[src/rtl/simon_sequencer.sv]
// Simon-style memory game sequencer: plays back a growing colour sequence and checks presses.
// Define SIMON_TIMEOUT_EN to add an input timeout in WAIT_IN (TIMEOUT_TICKS cycles -> lose).
module simon_sequencer #(
    parameter int unsigned NUM_COLORS    = 4,
    parameter int unsigned MAX_LEN       = 8,
    parameter int unsigned SHOW_TICKS    = 4,
    parameter int unsigned GAP_TICKS     = 2,
    parameter int unsigned TIMEOUT_TICKS = 64,
    localparam int unsigned COLOR_W      = $clog2(NUM_COLORS),
    localparam int unsigned LEN_W        = $clog2(MAX_LEN + 1)
) (
    input  logic                       clk,
    input  logic                       resetn,
    input  logic                       start,
    input  logic [MAX_LEN*COLOR_W-1:0] seq_data,
    input  logic [LEN_W-1:0]           seq_len,
    input  logic                       btn_valid,
    input  logic [COLOR_W-1:0]         btn_color,
    output logic [NUM_COLORS-1:0]      led,
    output logic                       busy,
    output logic                       input_ready,
    output logic [LEN_W-1:0]           level,
    output logic                       win,
    output logic                       lose
);

    localparam int unsigned MAX_TICKS = (SHOW_TICKS > GAP_TICKS) ? SHOW_TICKS : GAP_TICKS;
    localparam int unsigned TICK_W    = $clog2(MAX_TICKS + 1);

    if (NUM_COLORS < 2 || NUM_COLORS > 16 || MAX_LEN < 1 || MAX_LEN > 32 ||
        SHOW_TICKS < 1 || GAP_TICKS < 1 || TIMEOUT_TICKS < 1) begin : g_param_check
        $error("simon_sequencer: parameter out of range");
    end

    typedef enum logic [2:0] {
        StIdle,
        StShowOn,
        StShowOff,
        StWaitIn,
        StWin,
        StLose
    } state_e;

    state_e                     state_q;
    logic [MAX_LEN*COLOR_W-1:0] seq_q;
    logic [LEN_W-1:0]           len_q;
    logic [LEN_W-1:0]           play_idx_q;
    logic [LEN_W-1:0]           in_idx_q;
    logic [TICK_W-1:0]          tick_q;

    logic [LEN_W-1:0]   cap_len;
    logic [COLOR_W-1:0] first_color;
    logic [COLOR_W-1:0] next_color;
    logic [COLOR_W-1:0] in_color;
    logic               btn_match;

    function automatic logic [COLOR_W-1:0] elem_at(input logic [MAX_LEN*COLOR_W-1:0] data,
                                                   input logic [LEN_W-1:0] idx);
        logic [COLOR_W-1:0] r;
        r = '0;
        for (int i = 0; i < MAX_LEN; i++) begin
            if (idx == LEN_W'(i)) r = data[i*COLOR_W +: COLOR_W];
        end
        return r;
    endfunction

    function automatic logic [NUM_COLORS-1:0] onehot(input logic [COLOR_W-1:0] c);
        logic [NUM_COLORS-1:0] r;
        for (int i = 0; i < NUM_COLORS; i++) r[i] = (c == COLOR_W'(i));
        return r;
    endfunction

    always_comb begin
        cap_len = seq_len;
        if (seq_len == '0) begin
            cap_len = LEN_W'(1);
        end else if (seq_len > LEN_W'(MAX_LEN)) begin
            cap_len = LEN_W'(MAX_LEN);
        end
        first_color = elem_at(seq_q, '0);
        next_color  = elem_at(seq_q, play_idx_q + 1'b1);
        in_color    = elem_at(seq_q, in_idx_q);
        // Out-of-range colour codes never match, even if the stored element is also out of range.
        btn_match   = ({1'b0, btn_color} < (COLOR_W + 1)'(NUM_COLORS)) && (btn_color == in_color);
    end

    assign busy        = (state_q != StIdle);
    assign input_ready = (state_q == StWaitIn);
    assign win         = (state_q == StWin);
    assign lose        = (state_q == StLose);

`ifdef SIMON_TIMEOUT_EN
    localparam int unsigned TO_W = $clog2(TIMEOUT_TICKS + 1);
    logic [TO_W-1:0] to_cnt_q;
`endif

    always_ff @(posedge clk) begin
        if (resetn) begin
            state_q    <= StIdle;
            seq_q      <= '0;
            len_q      <= '0;
            play_idx_q <= '0;
            in_idx_q   <= '0;
            tick_q     <= '0;
            led        <= '0;
            level      <= '0;
`ifdef SIMON_TIMEOUT_EN
            to_cnt_q   <= '0;
`endif
        end else begin
            case (state_q)
                StIdle: begin
                    if (start) begin
                        seq_q      <= seq_data;
                        len_q      <= cap_len;
                        level      <= LEN_W'(1);
                        play_idx_q <= '0;
                        tick_q     <= '0;
                        led        <= onehot(seq_data[COLOR_W-1:0]);
                        state_q    <= StShowOn;
                    end
                end
                StShowOn: begin
                    if (tick_q == TICK_W'(SHOW_TICKS - 1)) begin
                        tick_q  <= '0;
                        led     <= '0;
                        state_q <= StShowOff;
                    end else begin
                        tick_q <= tick_q + 1'b1;
                    end
                end
                StShowOff: begin
                    if (tick_q == TICK_W'(GAP_TICKS - 1)) begin
                        tick_q <= '0;
                        if (play_idx_q == level - 1'b1) begin
                            in_idx_q <= '0;
`ifdef SIMON_TIMEOUT_EN
                            to_cnt_q <= '0;
`endif
                            state_q  <= StWaitIn;
                        end else begin
                            play_idx_q <= play_idx_q + 1'b1;
                            led        <= onehot(next_color);
                            state_q    <= StShowOn;
                        end
                    end else begin
                        tick_q <= tick_q + 1'b1;
                    end
                end
                StWaitIn: begin
                    if (btn_valid) begin
`ifdef SIMON_TIMEOUT_EN
                        to_cnt_q <= '0;
`endif
                        if (!btn_match) begin
                            state_q <= StLose;
                        end else if (in_idx_q != level - 1'b1) begin
                            in_idx_q <= in_idx_q + 1'b1;
                        end else if (level == len_q) begin
                            state_q <= StWin;
                        end else begin
                            level      <= level + 1'b1;
                            play_idx_q <= '0;
                            tick_q     <= '0;
                            led        <= onehot(first_color);
                            state_q    <= StShowOn;
                        end
                    end
`ifdef SIMON_TIMEOUT_EN
                    else if (to_cnt_q == TO_W'(TIMEOUT_TICKS - 1)) begin
                        state_q <= StLose;
                    end else begin
                        to_cnt_q <= to_cnt_q + 1'b1;
                    end
`endif
                end
                StWin, StLose: begin
                    state_q <= StIdle;
                end
                default: begin
                    state_q <= StIdle;
                end
            endcase
        end
    end

endmodule

[config.mk]
export PLATFORM = sky130hd
export DESIGN_NAME = simon_sequencer
export DESIGN_NICKNAME = d
export VERILOG_FILES = /design/src/rtl/simon_sequencer.sv
export SDC_FILE = /design/constraint.sdc
export NUM_CORES = 1
export LEC_CHECK = 0
export ABC_AREA = 0
export CAP_MARGIN = 0
export CORE_UTILIZATION = 50
export DETAILED_ROUTE_END_ITERATION = 16
export GPL_TIMING_DRIVEN = 0
export PLACE_DENSITY = 0.82
export SLEW_MARGIN = 0
export SYNTH_ARGS = -nofsm -noshare
export SYNTH_HDL_FRONTEND = slang
export SYNTH_SLANG_ARGS = --single-unit
[constraint.sdc]
create_clock -name clk -period 3.4 [get_ports clk]
set_clock_uncertainty 0.2 [all_clocks]
set_input_delay 0.68 -clock clk [delete_from_list [all_inputs] [get_ports clk]]
set_output_delay 0.68 -clock clk [all_outputs]
set_load 0.005 [all_outputs]
### Clock wiring as the flow saved it, run 1

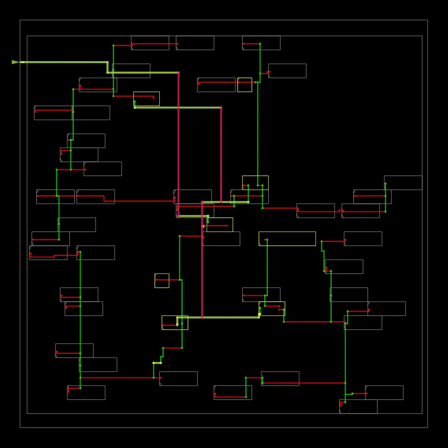
seq_cells: 42
Clock group: 0.418 mW
Sink Count: 42
Num CTS Buffers: 5
Worst-Skew Late Latency: 0.31 ns

### Clock wires, drivers and flops, run 1

The bar under the picture is 20 um long.
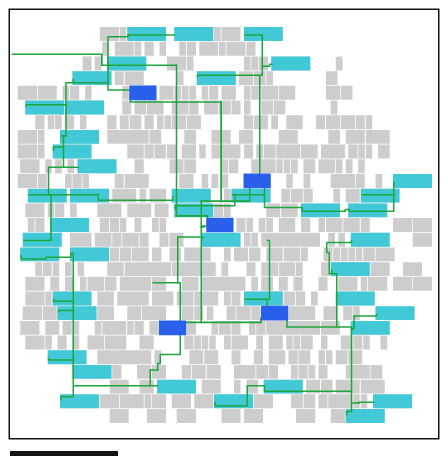
- cells driving clock nets: blue (count 5)
- clock wires: green (length 623 um)
- flip-flops: cyan (count 42)
- flops lie: spread over the die
- routed clock nets: 6

### Sequential cells grouped by signal name, run 1

Other sequential cells in the stronger gray, the rest of the logic in the fainter gray.
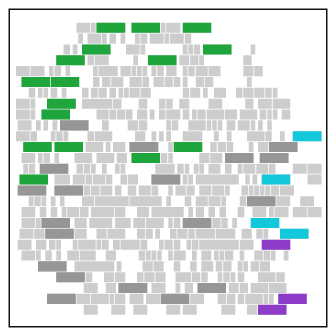
- seq_q: green (sequential cells 16)
- led: cyan (sequential cells 4; where east)
- tick_q: purple (sequential cells 3)

### Metal layers overlaid, run 1

The bar under the picture is 20 um long.
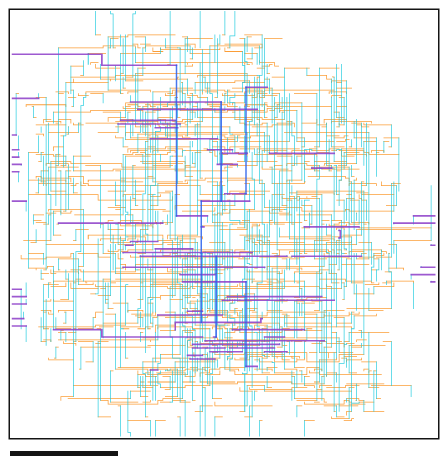
- met3: purple (wire length 549 um)
- met1: orange (wire length 3440 um)
- met2: cyan (wire length 3560 um)
- met4: blue (wire length 119 um)

-- run 1: through the flow --
stage	util (%)	area, um2	hold WS [ns]	total power [mW]	cells
final	63.2	3560	0.267	1.92	501
after global routing	63.2	3560	0.290	2.03	501
after CTS	63.1	3560	0.270	1.91	501
after detailed placement	61.1	3440	0.257	1.50	493
after global placement	61.1	3440	0.245	1.47	493
after floorplan	-	2980	0.236	1.23	384
-- run 1: state kept, by name, indices dropped and copies added, names as in the netlist --
register / flops
tick_q: 3
state_q: 3
len_q: 4
seq_q: 16
play_idx_q: 4
led: 4
in_idx_q: 4
level: 4
-- run 1: layer usage --
layer / up-vias / global-route usage (%) / routed length, um
li1: 1454 / - / -
met1: 1377 / 34.7 / 3440
met2: 108 / 41.9 / 3560
met3: 13 / 4.71 / 548
met4: 0 / 8.73 / 119
met5: - / 0 / 0
==> run summary, run 1 <==
peak supply drop: 0.000322 V
final setup fails: 0
Post-CTS Resized: 0
Hold Crit Start: seq_q[4]$_SDFFE_PP0P_
WL per Instance: 15.3 um
n_diodes: 0
mi-comb count: 297
status: complete, no violations
mapped cell area: 2980 um2
AO/OA Area Share: 24.5%
CP Class: flip-flop to flip-flop
Top logic family: simple AND/OR/NAND/NOR gates
tap cells: 72
Max-Cap Viols: 0
CP Data Arrival Time: 3.27 ns
FF-to-FF setup slack: 0.18 ns
core area: 5640 um2
non-clock buffer count: 60
logic share of the area: 54.9%
comb pwr: 0.863 mW
GRT overflow: 0
critical path depth in cells: 9
Internal: 1.16 mW
Slew Limit Fails: 0
Worst Hold End: seq_q[4]$_SDFFE_PP0P_
yosys adder share: 6.29%
Final #Nets: 469
CTS tree: yes
Tmin final: 3.22 ns
main flop type: dfxtp_1
CTS max path bufs: 2
most instantiated cells after synthesis: nand2_1, dfxtp_1, a21oi_1
Critical Path RT: 3.45 ns
worst-path cell chain: buf_2 > inv_1 > ha_1 > xor2_1 > nand4b_4 > o31ai_1 > nand4_1 > or4_1 > a21boi_1
Residual DRC: 0
CTS Hold Bufs: 0
CP endpoint: level[3]$_SDFFE_PP0P_
Flop area: 841 um2
Crit Path Max Fanout: 7
fp_density: 52.9%
share of layout cells above drive strength 1: 7.69%
reg2reg path depth: 9
Cell Rows: 27
# clk buffers: 5
Die H: 79.3 um
Worst-path clk slew: 0.09 ns
final worst-path setup slack: 0.177 ns
final WL: 7670 um
count of library flops with an enable pin: 0
Largest stage delay, worst path: 0.54 ns
==> run 1 -> run 2 <==
--- a/config.mk
+++ b/config.mk
@@ -8,6 +8,7 @@
 export ABC_AREA = 0
 export CAP_MARGIN = 0
 export CORE_UTILIZATION = 50
+export CTS_CLUSTER_SIZE = 16
 export DETAILED_ROUTE_END_ITERATION = 16
 export GPL_TIMING_DRIVEN = 0
 export PLACE_DENSITY = 0.82
### I/O pins on the die edge, run 2

Pins as bars across the die edge, other pins in gray.
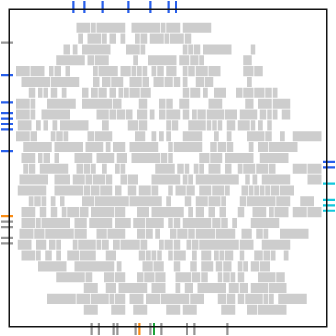
- btn_color: orange (pins 2; direction input; edge 1 west, 1 south)
- seq_data: blue (pins 16; direction input; edge 7 north, 7 west, 2 east)
- led: cyan (pins 4; direction output; edge east)
- resetn: green (pins 1; direction input; edge south)
- all pins by edge: 13 west, 12 south, 7 north, 6 east

==> run 2 against run 1 <==
Compared with the run above: final area stayed put; die size stayed put; via count unchanged; worst setup slack unchanged; sequential power about the same; critical endpoint unchanged; highest routed layer unchanged.
==> run summary, run 2 <==
Worst-Skew Late Latency: 0.31 ns
Clock group: 0.418 mW
tap cells: 72
met3 usage: 4.71%
Critical Path RT: 3.45 ns
GR peak layer: met2
worst-path cell chain: buf_2 > inv_1 > ha_1 > xor2_1 > nand4b_4 > o31ai_1 > nand4_1 > or4_1 > a21boi_1
reg2reg path depth: 9
metal2 WL: 3560 um
Slew Limit Fails: 0
status: complete, no violations
GR Util met2: 41.9%
mapped cell area: 2980 um2
worst hold margin: 0.267 ns
Final #Nets: 469
yosys adder share: 6.29%
Most flops, register: seq_q
Max-Cap Viols: 0
Num CTS Buffers: 5
Flop area: 841 um2
mi-comb count: 297
### Clock wiring as the flow saved it, run 2

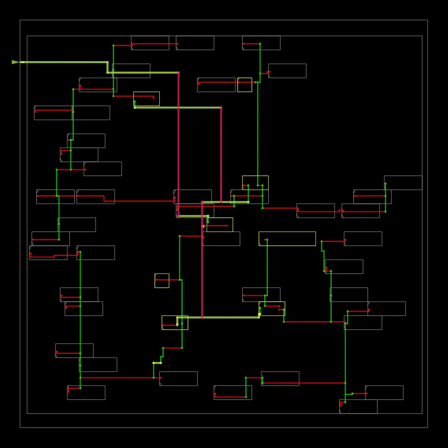
# clk buffers: 5

==> run 2: cell counts in the layout (fill, tap and decap cells not counted) <==
No cell type changed its count.
==> run 2: timing repair <==
item	in CTS	in global routing
gates resized	0	2
buffers inserted	0	0
hold buffers	0	0
endpoints found under the setup margin	0	4
==> run 2: final timing paths <==
path                           endpoint             startpoint
setup / recovery  level[3]$_SDFFE_PP0P_  level[0]$_SDFFE_PP0P_
hold / removal    seq_q[4]$_SDFFE_PP0P_  seq_q[4]$_SDFFE_PP0P_
setup reg to reg  level[3]$_SDFFE_PP0P_  level[0]$_SDFFE_PP0P_
hold reg to reg   seq_q[4]$_SDFFE_PP0P_  seq_q[4]$_SDFFE_PP0P_
### Sequential cells grouped by signal name, run 2

Other sequential cells in the stronger gray, the rest of the logic in the fainter gray.
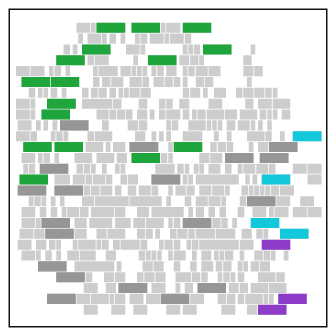

==> run 2 -> run 3 <==
--- a/config.mk
+++ b/config.mk
@@ -12,6 +12,7 @@
 export DETAILED_ROUTE_END_ITERATION = 16
 export GPL_TIMING_DRIVEN = 0
 export PLACE_DENSITY = 0.82
+export REMOVE_ABC_BUFFERS = 1
 export SLEW_MARGIN = 0
 export SYNTH_ARGS = -nofsm -noshare
 export SYNTH_HDL_FRONTEND = slang
==> constraint.sdc (replaced) <==
create_clock -name clk -period 3.78 [get_ports clk]
set_clock_uncertainty 0.2 [all_clocks]
set_input_delay 0.756 -clock clk [delete_from_list [all_inputs] [get_ports clk]]
set_output_delay 0.756 -clock clk [all_outputs]
set_load 0.005 [all_outputs]
### Sequential cells grouped by signal name, run 3

Other sequential cells in the stronger gray, the rest of the logic in the fainter gray.
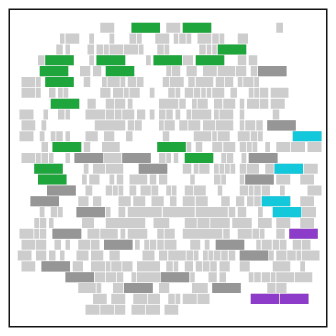
- seq_q: green (sequential cells 16)
- led: cyan (sequential cells 4; where east)
- tick_q: purple (sequential cells 3)
- not colored: 19

### Clock wires, drivers and flops, run 3

The bar under the picture is 20 um long.
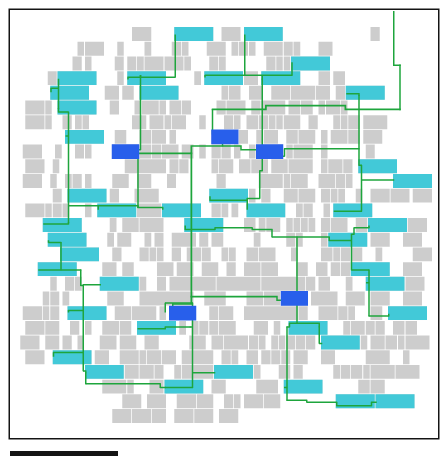
- cells driving clock nets: blue (count 5)
- clock wires: green (length 598 um)
- flip-flops: cyan (count 42)
- flops lie: spread over the die

==> run 3 against run 2 <==
Compared with the run above: via count fell by 4.4%; first-iteration DRC count rose by 2.1%; critical path type is now flip-flop to output pin; clock power is 32% lower; critical path depth is 5 lower; cell count down 4.8%; final area fell by 4.4%; global-route usage down 1.3 points; die size unchanged; register-to-register slack gained 0.39 ns; critical endpoint is now input_ready; sequential share of layout area rose by 1.1 points; highest routed layer unchanged.
==> run summary, run 3 <==
status: complete, no violations
max layer used: met4
Die H: 79.3 um
metal2 WL: 3300 um
WL per Instance: 15.0 um
non-clock buffer count: 37
reg-to-reg endpoint: level[3]$_SDFFE_PP0P_
max reg flops: 16
final setup fails: 0
GR peak layer: met2
Final #Nets: 446
CP Class: flip-flop to output pin
CP endpoint: input_ready
Tmin final: 3.24 ns
Num CTS Buffers: 5
Most flops, register: seq_q
n_diodes: 0
Clock group: 0.285 mW
mapped cell area: 2980 um2
Flop area: 841 um2
Worst-Skew Late Latency: 0.30 ns
## run 3: tightest hold or removal path, cell delays in order (launching register included)
cell and delay [ns]:
dfxtp_1 0.32, nand2_1 0.05, a21oi_1 0.05
## run 3: stage by stage
step | utilization [%] | hold WS [ns] | area [um2] | setup WS (ns) | std cells
6_report | 60.4 | 0.266 | 3410 | 0.537 | 477
3_5_place_dp | 59.1 | 0.254 | 3340 | 0.433 | 470
3_3_place_gp | 59.1 | 0.245 | 3340 | 0.439 | 470
4_1_cts | 60.5 | 0.266 | 3410 | 0.557 | 477
5_1_grt | 60.4 | 0.283 | 3410 | 0.347 | 477
2_1_floorplan | - | 0.230 | 2880 | 0.876 | 361
No activity file was given, so power comes from the tool's default toggle rates.
